--- src/rtl/dmem_arbiter_pkg.sv ---
// Shared definitions for the data-memory arbiter: requester ids, default
// depth and the access legality check.
package dmem_arbiter_pkg;

   typedef enum logic {
      REQ_CPU = 1'b0,
      REQ_DBG = 1'b1
   } req_id_e;

   localparam int unsigned DEPTH_DEFAULT = 20;

   // Word aligned and inside the implemented words.
   function automatic logic addr_legal(input logic [31:0] addr, input int unsigned depth);
      return (addr[1:0] == 2'b00) && ({2'b00, addr[31:2]} < depth);
   endfunction

endpackage

--- src/rtl/dmem_arbiter_rr_arb2.sv ---
// Two-way round-robin arbiter with a bounded lock: the last winner may keep
// the grant while it locks, up to MAX_HOLD consecutive grants.
module dmem_arbiter_rr_arb2
   import dmem_arbiter_pkg::*;
#(
   parameter int unsigned MAX_HOLD = 4
) (
   input  logic       clk,
   input  logic       rst,
   input  logic [1:0] req,
   input  logic [1:0] lock,
   output logic [1:0] gnt
);

   localparam int unsigned HW = $clog2(MAX_HOLD + 1);
   localparam logic [HW-1:0] HOLD_SAT = HW'(MAX_HOLD);

   logic          last;
   logic [HW-1:0] hold_cnt;
   logic          gnt_id;

   always_comb begin
      gnt = '0;
      unique case (req)
         2'b01: gnt[REQ_CPU] = 1'b1;
         2'b10: gnt[REQ_DBG] = 1'b1;
         2'b11: begin
            if (lock[last] && (hold_cnt < HOLD_SAT)) begin
               gnt[last] = 1'b1;
            end else begin
               gnt[~last] = 1'b1;
            end
         end
         default: gnt = '0;
      endcase
   end

   assign gnt_id = gnt[REQ_DBG];

   // Counter keeps running while the other side is idle; saturation is what
   // hands the grant over as soon as the waiter shows up.
   always_ff @(posedge clk or negedge rst) begin
      if (!rst) begin
         last     <= REQ_DBG;
         hold_cnt <= '0;
      end else if (|gnt) begin
         if (gnt_id == last) begin
            hold_cnt <= (hold_cnt == HOLD_SAT) ? hold_cnt : hold_cnt + HW'(1);
         end else begin
            last     <= gnt_id;
            hold_cnt <= HW'(1);
         end
      end
   end

endmodule

--- src/rtl/dmem_arbiter.sv ---
// Shares the single-ported data memory between the CPU MEM stage (r0) and
// the debug/DMA loader (r1); illegal accesses are answered with an error.
module dmem_arbiter
   import dmem_arbiter_pkg::*;
#(
   parameter int unsigned DEPTH    = DEPTH_DEFAULT,
   parameter int unsigned MAX_HOLD = 4
) (
   input  logic        clk,
   input  logic        rst,
   input  logic        r0_req,
   input  logic        r0_we,
   input  logic [31:0] r0_addr,
   input  logic [31:0] r0_wdata,
   input  logic        r0_lock,
   output logic        r0_gnt,
   output logic        r0_rvalid,
   output logic [31:0] r0_rdata,
   output logic        r0_err,
   input  logic        r1_req,
   input  logic        r1_we,
   input  logic [31:0] r1_addr,
   input  logic [31:0] r1_wdata,
   input  logic        r1_lock,
   output logic        r1_gnt,
   output logic        r1_rvalid,
   output logic [31:0] r1_rdata,
   output logic        r1_err,
   output logic [31:0] address,
   output logic [31:0] write_data,
   output logic        MemWrite,
   output logic        MemRead,
   input  logic [31:0] read_data
);

   logic [1:0]  gnt;
   logic        sel_we;
   logic [31:0] sel_addr;
   logic [31:0] sel_wdata;
   logic        sel_legal;
   logic        rd_ok;

   dmem_arbiter_rr_arb2 #(
      .MAX_HOLD (MAX_HOLD)
   ) u_arb (
      .clk  (clk),
      .rst  (rst),
      .req  ({r1_req, r0_req}),
      .lock ({r1_lock, r0_lock}),
      .gnt  (gnt)
   );

   assign r0_gnt = gnt[REQ_CPU];
   assign r1_gnt = gnt[REQ_DBG];

   always_comb begin
      sel_we    = 1'b0;
      sel_addr  = '0;
      sel_wdata = '0;
      if (gnt[REQ_CPU]) begin
         sel_we    = r0_we;
         sel_addr  = r0_addr;
         sel_wdata = r0_wdata;
      end else if (gnt[REQ_DBG]) begin
         sel_we    = r1_we;
         sel_addr  = r1_addr;
         sel_wdata = r1_wdata;
      end
      sel_legal = (|gnt) && addr_legal(sel_addr, DEPTH);
      rd_ok     = sel_legal && !sel_we;
   end

   assign address    = sel_addr;
   assign write_data = sel_wdata;
   assign MemWrite   = sel_legal && sel_we;
   assign MemRead    = rd_ok;

   always_ff @(posedge clk or negedge rst) begin
      if (!rst) begin
         r0_rvalid <= 1'b0;
         r0_err    <= 1'b0;
         r0_rdata  <= '0;
         r1_rvalid <= 1'b0;
         r1_err    <= 1'b0;
         r1_rdata  <= '0;
      end else begin
         r0_rvalid <= gnt[REQ_CPU];
         r0_err    <= gnt[REQ_CPU] && !sel_legal;
         r0_rdata  <= (gnt[REQ_CPU] && rd_ok) ? read_data : '0;
         r1_rvalid <= gnt[REQ_DBG];
         r1_err    <= gnt[REQ_DBG] && !sel_legal;
         r1_rdata  <= (gnt[REQ_DBG] && rd_ok) ? read_data : '0;
      end
   end

endmodule

--- config.mk ---
export PLATFORM = sky130hd
export DESIGN_NAME = dmem_arbiter
export DESIGN_NICKNAME = d
export VERILOG_FILES = /design/src/rtl/dmem_arbiter_pkg.sv /design/src/rtl/dmem_arbiter_rr_arb2.sv /design/src/rtl/dmem_arbiter.sv
export SDC_FILE = /design/constraint.sdc
export NUM_CORES = 1
export LEC_CHECK = 0
export ABC_AREA = 1
export CELL_PAD_IN_SITES_DETAIL_PLACEMENT = 1
export CELL_PAD_IN_SITES_GLOBAL_PLACEMENT = 1
export CORE_MARGIN = 2
export CORE_UTILIZATION = 23
export CTS_BUF_LIST = sky130_fd_sc_hd__clkbuf_4 sky130_fd_sc_hd__clkbuf_8 sky130_fd_sc_hd__clkbuf_16
export CTS_CLUSTER_SIZE = 16
export DETAILED_ROUTE_END_ITERATION = 6
export PLACE_DENSITY = 0.91
export SLEW_MARGIN = 5
export SYNTH_ARGS = -nofsm -noshare
export SYNTH_HDL_FRONTEND = slang
export SYNTH_SLANG_ARGS = --single-unit
--- constraint.sdc ---
create_clock -name clk -period 5.8 [get_ports clk]
set_clock_uncertainty 0.1 [all_clocks]
set_input_delay 0.58 -clock clk [delete_from_list [all_inputs] [get_ports clk]]
set_output_delay 0.58 -clock clk [all_outputs]
set_load 0.05 [all_outputs]
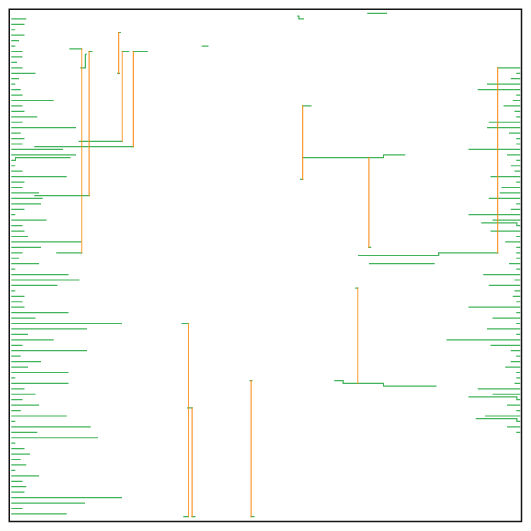
*Signal wires by layer*
(4 px per um) Only two layers are drawn.
| color | layer | wire length |
|---|---|---|
| orange | M4 | 364 um |
| green | M3 | 1,080 um |

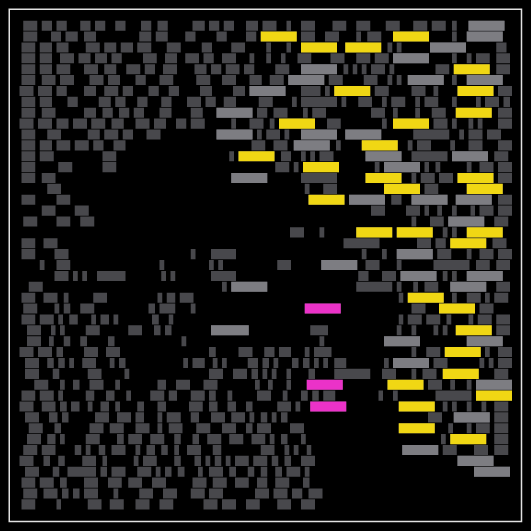
*Where the registers sit*
(4 px per um)
| color | netlist name | flops |
|---|---|---|
| magenta | `u_arb.hold_cnt` | 3 |
| yellow | `r1_rdata` | 32 |
not colored: 37

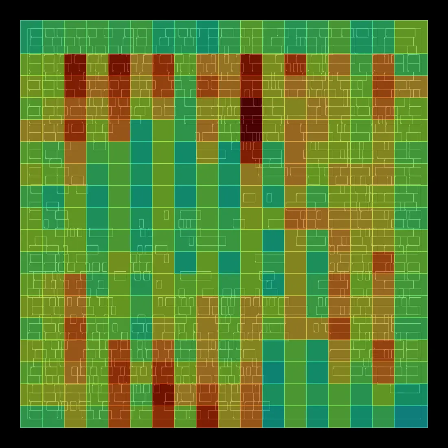
*Track usage over the die*
met2 usage: 33.8%
met3 Use GR: 5.18%
Final Util: 45.4%
all-layer global routing usage: 18.7%
GRT busiest layer: met2

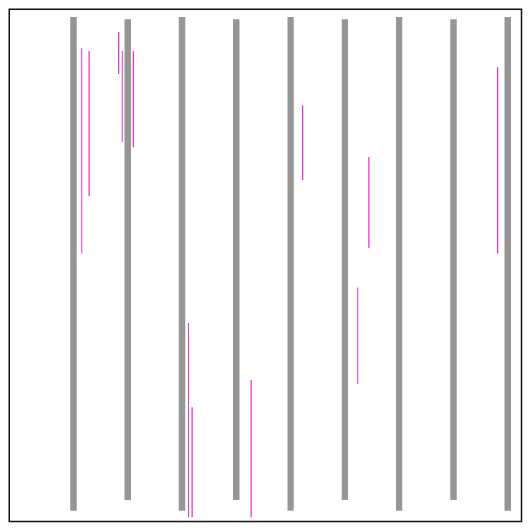
*Metal 4*
(4 px per um) Supply wires on this layer in gray.
longest straight run: 51.0 um
nets with wire on the layer: 10
main direction: vertical

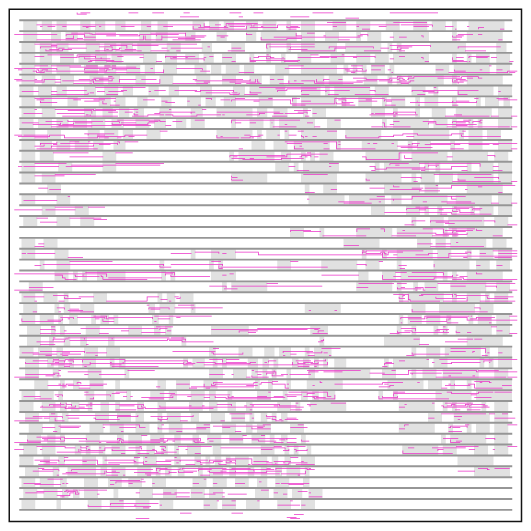
*M1 wires*
(4 px per um) Supply wires on this layer in gray. Cells faint in the background.
share of all routed wire: 39%
main direction: horizontal

==> results_slide.txt <==
Flow Results at a Glance

Detailed routing
  • Via density: 4.49
  • M1 WL: 5990 um

STA
  • Final setup vio count: 0
  • Final Cycle Share: 73.6%
  • TNS Setup: 0 ps
  • Final worst path period need: 4270 ps

Pwr
  • Clock Power: roughly 510 uW
  • Sequential fraction of design power: just under 30%
  • Highest-power group: combinational logic
  • Leak pwr: 3.23 nW
  • Worst ir drop on vdd: 116 uV

Clocking
  • Clock Sinks: 72
  • CTS root buf: clkbuf_16

Critical path
  • Critical path depth in cells: 8
  • Critical path's top delay family: buffers and inverters
  • CP startpoint: r0_req
  • Setup crit end kind: output port
  • Critical path endpoint: write_data[4]
  • CP max-delay cell: clkinv_1

Floorplanning
  • Core Area: 0.0151 mm2

Yosys
  • Syn nets: 562
  • EDFF count, synth: 0
  • Cell area leaders: dfrtp_1 (50%), nor2_1 (9.2%), a22o_1 (8.5%)
  • Synth Area in Adders: 0.711%
  • Asr flop ratio synth: 100%
  • Yosys xor share: less than 1%

Placement
  • RePlAce Congestion: 0.782

Cells and area
  • NumNets Final: 856
  • Register Area: 0.00180 mm2
  • Share of layout cells above drive strength 1: 13.6%
  • Final-layout clock buffer total: 11

GRT
  • First-pass GRT wire length: around 23,000 um

Job
  • Max-cap viol count: 0

Status
  • Run status: finished clean
Power is estimated from default activity; no workload was simulated.
